### config.mk
export PLATFORM = sky130hd
export DESIGN_NAME = mem_io_arbiter
export DESIGN_NICKNAME = d
export VERILOG_FILES = /design/src/rtl/mem_io_arbiter.sv
export SDC_FILE = /design/constraint.sdc
export NUM_CORES = 1
export LEC_CHECK = 0
export ABC_CLOCK_PERIOD_IN_PS = 5500
export CORE_MARGIN = 4
export CORE_UTILIZATION = 40
export CTS_CLUSTER_DIAMETER = 80
export DETAILED_ROUTE_END_ITERATION = 6
export PLACE_DENSITY = 0.93
export SLEW_MARGIN = 15
export SYNTH_ARGS = -nofsm -noshare
export SYNTH_HDL_FRONTEND = slang
export SYNTH_SLANG_ARGS = --single-unit
### constraint.sdc
create_clock -name clock -period 5.5 [get_ports clock]
set_input_delay 1.1 -clock clock [delete_from_list [all_inputs] [get_ports clock]]
set_output_delay 1.1 -clock clock [all_outputs]
set_load 0.01 [all_outputs]
### src/rtl/mem_io_arbiter.sv
// Two-master round-robin arbiter and access sequencer for the shared
// data-memory / memory-mapped-IO path. One access is in flight at a time:
// IDLE picks and latches a request, ACCESS drives one strobe for W+1 cycles,
// and DONE returns a single-cycle ack to the owning master.
module mem_io_arbiter #(
    parameter int unsigned MEM_WAIT = 1,
    parameter int unsigned IO_WAIT  = 2
) (
    input  logic        clock,
    input  logic        reset,
    input  logic        m0_req,
    input  logic        m0_we,
    input  logic [31:0] m0_addr,
    input  logic [31:0] m0_wdata,
    output logic [31:0] m0_rdata,
    output logic        m0_ack,
    input  logic        m1_req,
    input  logic        m1_we,
    input  logic [31:0] m1_addr,
    input  logic [31:0] m1_wdata,
    output logic [31:0] m1_rdata,
    output logic        m1_ack,
    output logic [31:0] bus_addr,
    output logic [31:0] bus_wdata,
    output logic        bus_mem_read,
    output logic        bus_mem_write,
    output logic        bus_io_read,
    output logic        bus_io_write,
    input  logic [31:0] bus_rdata,
    output logic        busy,
    output logic        grant
);
    localparam logic [3:0] MEM_W = 4'(MEM_WAIT);
    localparam logic [3:0] IO_W  = 4'(IO_WAIT);

    typedef enum logic [1:0] {IDLE, ACCESS, DONE} state_t;

    state_t      state, state_nxt;
    logic [3:0]  cnt;
    logic        is_io;
    logic        wr;
    logic        last_grant;

    // Candidate access as seen in IDLE
    logic        pick;
    logic        any_req;
    logic [31:0] sel_addr;
    logic [31:0] sel_wdata;
    logic        sel_we;
    logic        sel_io;

    // Round-robin pick: a lone requester always wins, a tie goes to the
    // master that did not own the previous access.
    always_comb begin
        any_req   = m0_req | m1_req;
        pick      = (m0_req && m1_req) ? ~last_grant : m1_req;
        sel_addr  = pick ? m1_addr  : m0_addr;
        sel_wdata = pick ? m1_wdata : m0_wdata;
        sel_we    = pick ? m1_we    : m0_we;
        sel_io    = (sel_addr[31:10] == 22'h3FFFFF);
    end

    // State register
    always_ff @(posedge clock) begin
        if (reset) state <= IDLE;
        else       state <= state_nxt;
    end

    // Next-state: ACCESS lasts until the wait counter reaches zero
    always_comb begin
        state_nxt = state;
        case (state)
            IDLE:    if (any_req) state_nxt = ACCESS;
            ACCESS:  if (cnt == 4'd0) state_nxt = DONE;
            DONE:    state_nxt = IDLE;
            default: state_nxt = IDLE;
        endcase
    end

    // Access latch, wait counter, read-data capture and round-robin history
    always_ff @(posedge clock) begin
        if (reset) begin
            cnt        <= 4'd0;
            is_io      <= 1'b0;
            wr         <= 1'b0;
            grant      <= 1'b0;
            last_grant <= 1'b1;
            bus_addr   <= 32'd0;
            bus_wdata  <= 32'd0;
            m0_rdata   <= 32'd0;
            m1_rdata   <= 32'd0;
        end else begin
            case (state)
                IDLE: begin
                    if (any_req) begin
                        grant     <= pick;
                        bus_addr  <= sel_addr;
                        bus_wdata <= sel_wdata;
                        wr        <= sel_we;
                        is_io     <= sel_io;
                        cnt       <= sel_io ? IO_W : MEM_W;
                    end
                end
                ACCESS: begin
                    if (cnt == 4'd0) begin
                        // Last strobe cycle: the select stage has the data now
                        if (!wr) begin
                            if (grant) m1_rdata <= bus_rdata;
                            else       m0_rdata <= bus_rdata;
                        end
                    end else begin
                        cnt <= cnt - 4'd1;
                    end
                end
                DONE:    last_grant <= grant;
                default: ;
            endcase
        end
    end

    // Strobes and acks decode only registered state, so no path from req
    assign bus_mem_read  = (state == ACCESS) && !is_io && !wr;
    assign bus_mem_write = (state == ACCESS) && !is_io &&  wr;
    assign bus_io_read   = (state == ACCESS) &&  is_io && !wr;
    assign bus_io_write  = (state == ACCESS) &&  is_io &&  wr;
    assign m0_ack        = (state == DONE) && !grant;
    assign m1_ack        = (state == DONE) &&  grant;
    assign busy          = (state != IDLE);

endmodule

==> metrics.yaml <==
die_area_um2: 16110
grt_max_degree: 105
place_hpwl_um: 14020
grt-ovfl-total: 0
via_per_inst: 5.262
ys.flop_type: "dfxtp_1"
synth_cells: 722
post_cts_buffers: 0
crit_fanout: 11
critPathLaunchType: "register"
topCellsByArea: "dfxtp_1 (49%), nand2_1 (17%), a311oi_1 (10%), a21oi_1 (5.8%), nor2_1 (4.8%)"
gr-usage-met1_pct: 26.63
clock_skew_ns: 0.008544
switching_share_pct: 32.09
drv_slew: 0
cp.arrival_ns: 2.09
port_buffers: 301
hp-class: "register to register"
ys_cells: 722
routabilityCongestion: 0.8713
p_comb_share_pct: 35.1
postLayoutSetupSlackWorst_ns: 2.309
fp_nets: 890
instances_no_fill: 1184
drtAntennaViolNets: 0
grt_pass1_wl_um: 30070
dr.pass1.iters: 4
report.final.hold_viol_count: 0
cts_root_buffer: "clkbuf_16"
post-route-util_pct: 67.09
yosys.cell_count.top_type: "nand2_1"
status: "finished clean"
crit_path_end_kind: "output pin"
core_um2: 13880
grt_pass1_vias: 5974
common_cells: "nand2_1 (261), dfxtp_1 (138), nor2_1 (73)"
final_layout_size_suffix_gt1_share_pct: 5.085
setup_violations: 0
pwr_density_cell_nw_per_um2: 425.6
cts-resized-gates: 0
rows: 43
clkTransAtPathRegs_ns: 0.06
cellLeakagePower_nw: 3.393
fillers: 1063
tns_ns: 0
yosys_area_um2: 5657
ys_types: 39
ys.flops: 138
worstMarginPinSlew_ns: 0.9488
top_cell_area_share_pct: 48.84
worstPathRequired_ns: 4.40
synth_area_um2: 5657
drc_errors: 0
die_h_um: 126.9
p_sw_mw: 1.272
synth.avg_cell_area_um2: 7.835
antenna_found_initial: 1
fin_nets: 1158
die-width_um: 126.9
placedCellCount: 1151
ys_warn_count: 0
rsz0062_at_grt: "false"
io_pins: 302
area_growth_pct: 64.63
fin_crit_ns: 3.191
slew_headroom_pct: 36.59
critPathKind: "register to output pin"
top_usage_layer: "met2"
top_area_cell: "dfxtp_1"
max-vdd-ir-drop_mv: 0.1967
cap_viol_max_count: 0
yosys.stat.seqShare_pct: 48.84
p_int_mw: 2.692
## metal layers
| layer | vias to the layer above | wire [um] |
|---|---|---|
| li1 | 3009 | - |
| met1 | 2860 | 7500 |
| met2 | 316 | 9276 |
| met3 | 45 | 2055 |
| met4 | 0 | 576 |
| met5 | - | 0 |
## per-stage QoR
stage               power (mW)  cell area (um2)
floorplan                2.107             5657
global placement         2.725             8676
detailed placement       2.766             8676
CTS                      3.993             9310
global route             4.183             9313
finish                   3.964             9313
## path summary, 6_finish.rpt
path               start       endpoint  slack, ns  depth (start not counted)
max             state[0]   bus_mem_read       2.31                          3
min reg2reg  m1_rdata[3]    m1_rdata[3]       0.45                          2
min          m1_rdata[3]    m1_rdata[3]       0.45                          2
max reg2reg     state[0]  bus_wdata[18]       3.20                          5
## layout make-up
cell class | instances | area, um2 | share of cell area, %
well taps | 180 | 225.2 | 2.418
clock buffers | 18 | 439.2 | 4.716
flip-flops and latches | 138 | 2763 | 29.67
clock inverters | 14 | 195.2 | 2.096
repair buffers | 309 | 3083 | 33.10
multi-input cells | 520 | 2590 | 27.81
diodes | 1 | 2.502 | 0.02687
inverters | 4 | 15.01 | 0.1612
## power groups by stage
stage	clock network, mW	logic, mW	registers [mW]
global route	1.28	1.52	1.38
finish	1.22	1.39	1.36
detailed placement	0	1.39	1.37
CTS	1.24	1.40	1.36
floorplan	0	0.671	1.44
global placement	0	1.36	1.36
## layout by cell type (no fill, tap or decap), types with 6 or more instances in the layout
master           netlist  layout
a21oi_1               65      65
a311oi_1              65      65
buf_4                  1       8
clkbuf_16              0      17
clkdlybuf4s50_1        0     300
dfxtp_1              138     138
nand2_1              261     261
nand4_1               10      10
nor2_1                73      73
nor3_1                 6       6
## state kept, by name, indices dropped and copies added, names as in the netlist
signal and flops:
bus_addr 32, bus_wdata 32, m0_rdata 32, m1_rdata 32, cnt 4, state 2, grant 1, is_io 1
last_grant 1, wr 1
## critical path: stages, from the launching register on
cell and delay, ns:
dfxtp_1 0.51, or3b_4 0.47, nor2_1 0.12, clkdlybuf4s50_1 0.57
## kinds of logic after synthesis
kind of cell,after synthesis,synth area share (%)
buffers and inverters,64,5.508
adders and majority gates,2,0.4423
AOI/OAI and AO/OA,143,17.78
xor gates and xnor gates,2,0.3097
and+or+nand+nor,371,26.72
DFF,138,48.84
muxes,2,0.3981
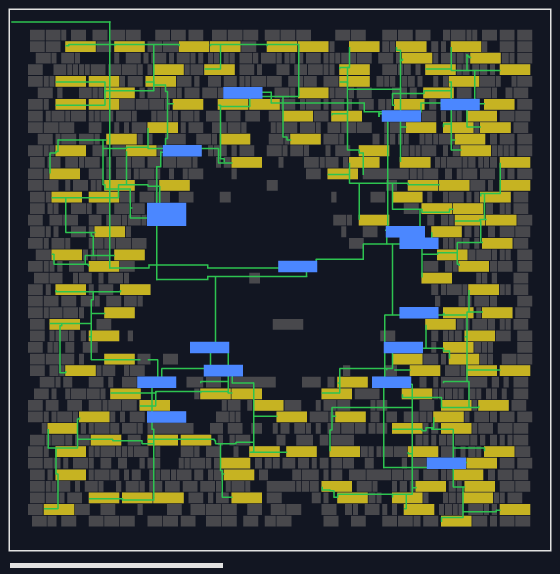
*Clock wires, drivers and flops*
Scale bar: 50 um.
legend:
  flip-flops:
    colour: yellow
    count: 138
  clock-net drivers:
    colour: blue
    count: 17
  clock wires:
    colour: green
    length: 1,720 um
routed clock nets: 18

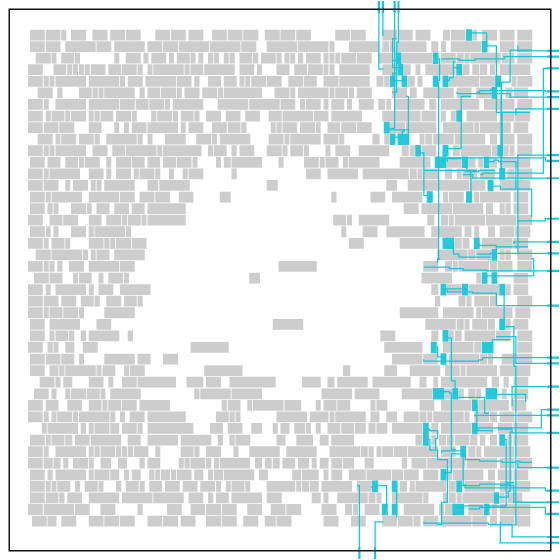
*Port wiring*
legend:
  `bus_rdata`:
    colour: cyan
    bits: 32
    direction: input
    edge: 26 east, 4 north, 2 south
    end_cells: 64
    wire: 1,230 um

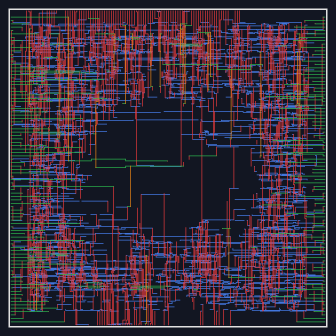
*Metal layers overlaid*
legend:
  M1:
    colour: blue
    wire_length: 7,500 um
  M4:
    colour: orange
    wire_length: 576 um
  M2:
    colour: red
    wire_length: 9,280 um
  M3:
    colour: green
    wire_length: 2,060 um
routed vias: 6,230
total track usage: 23.25%
Detailed Route WL: 19,410 um
drt wl/cell: 16.39 um

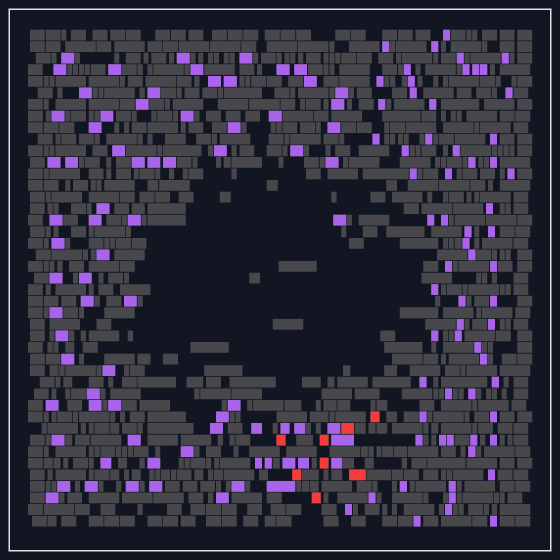
*Logic cells by family*
legend:
  aoi and oai cells:
    colour: purple
    cells: 141
    where: spread over the die
  and/or cells:
    colour: red
    cells: 8
    where: south

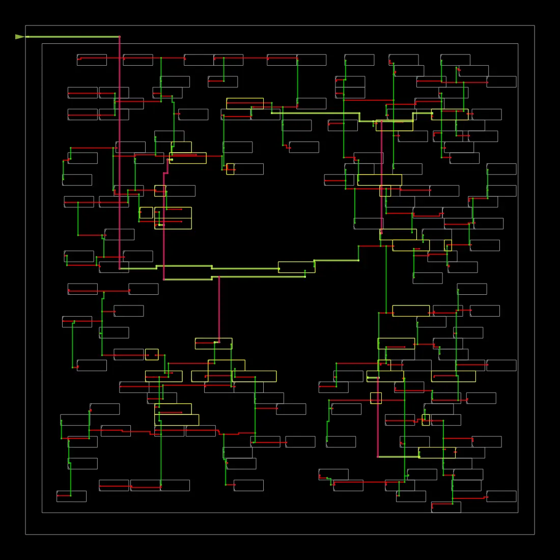
*Clock wiring as the flow saved it*
Clock net power: 1.22 mW
TritonCTS buffer count: 17
registers: 138
# clock sinks: 138

Power and IR drop assume default switching activity.
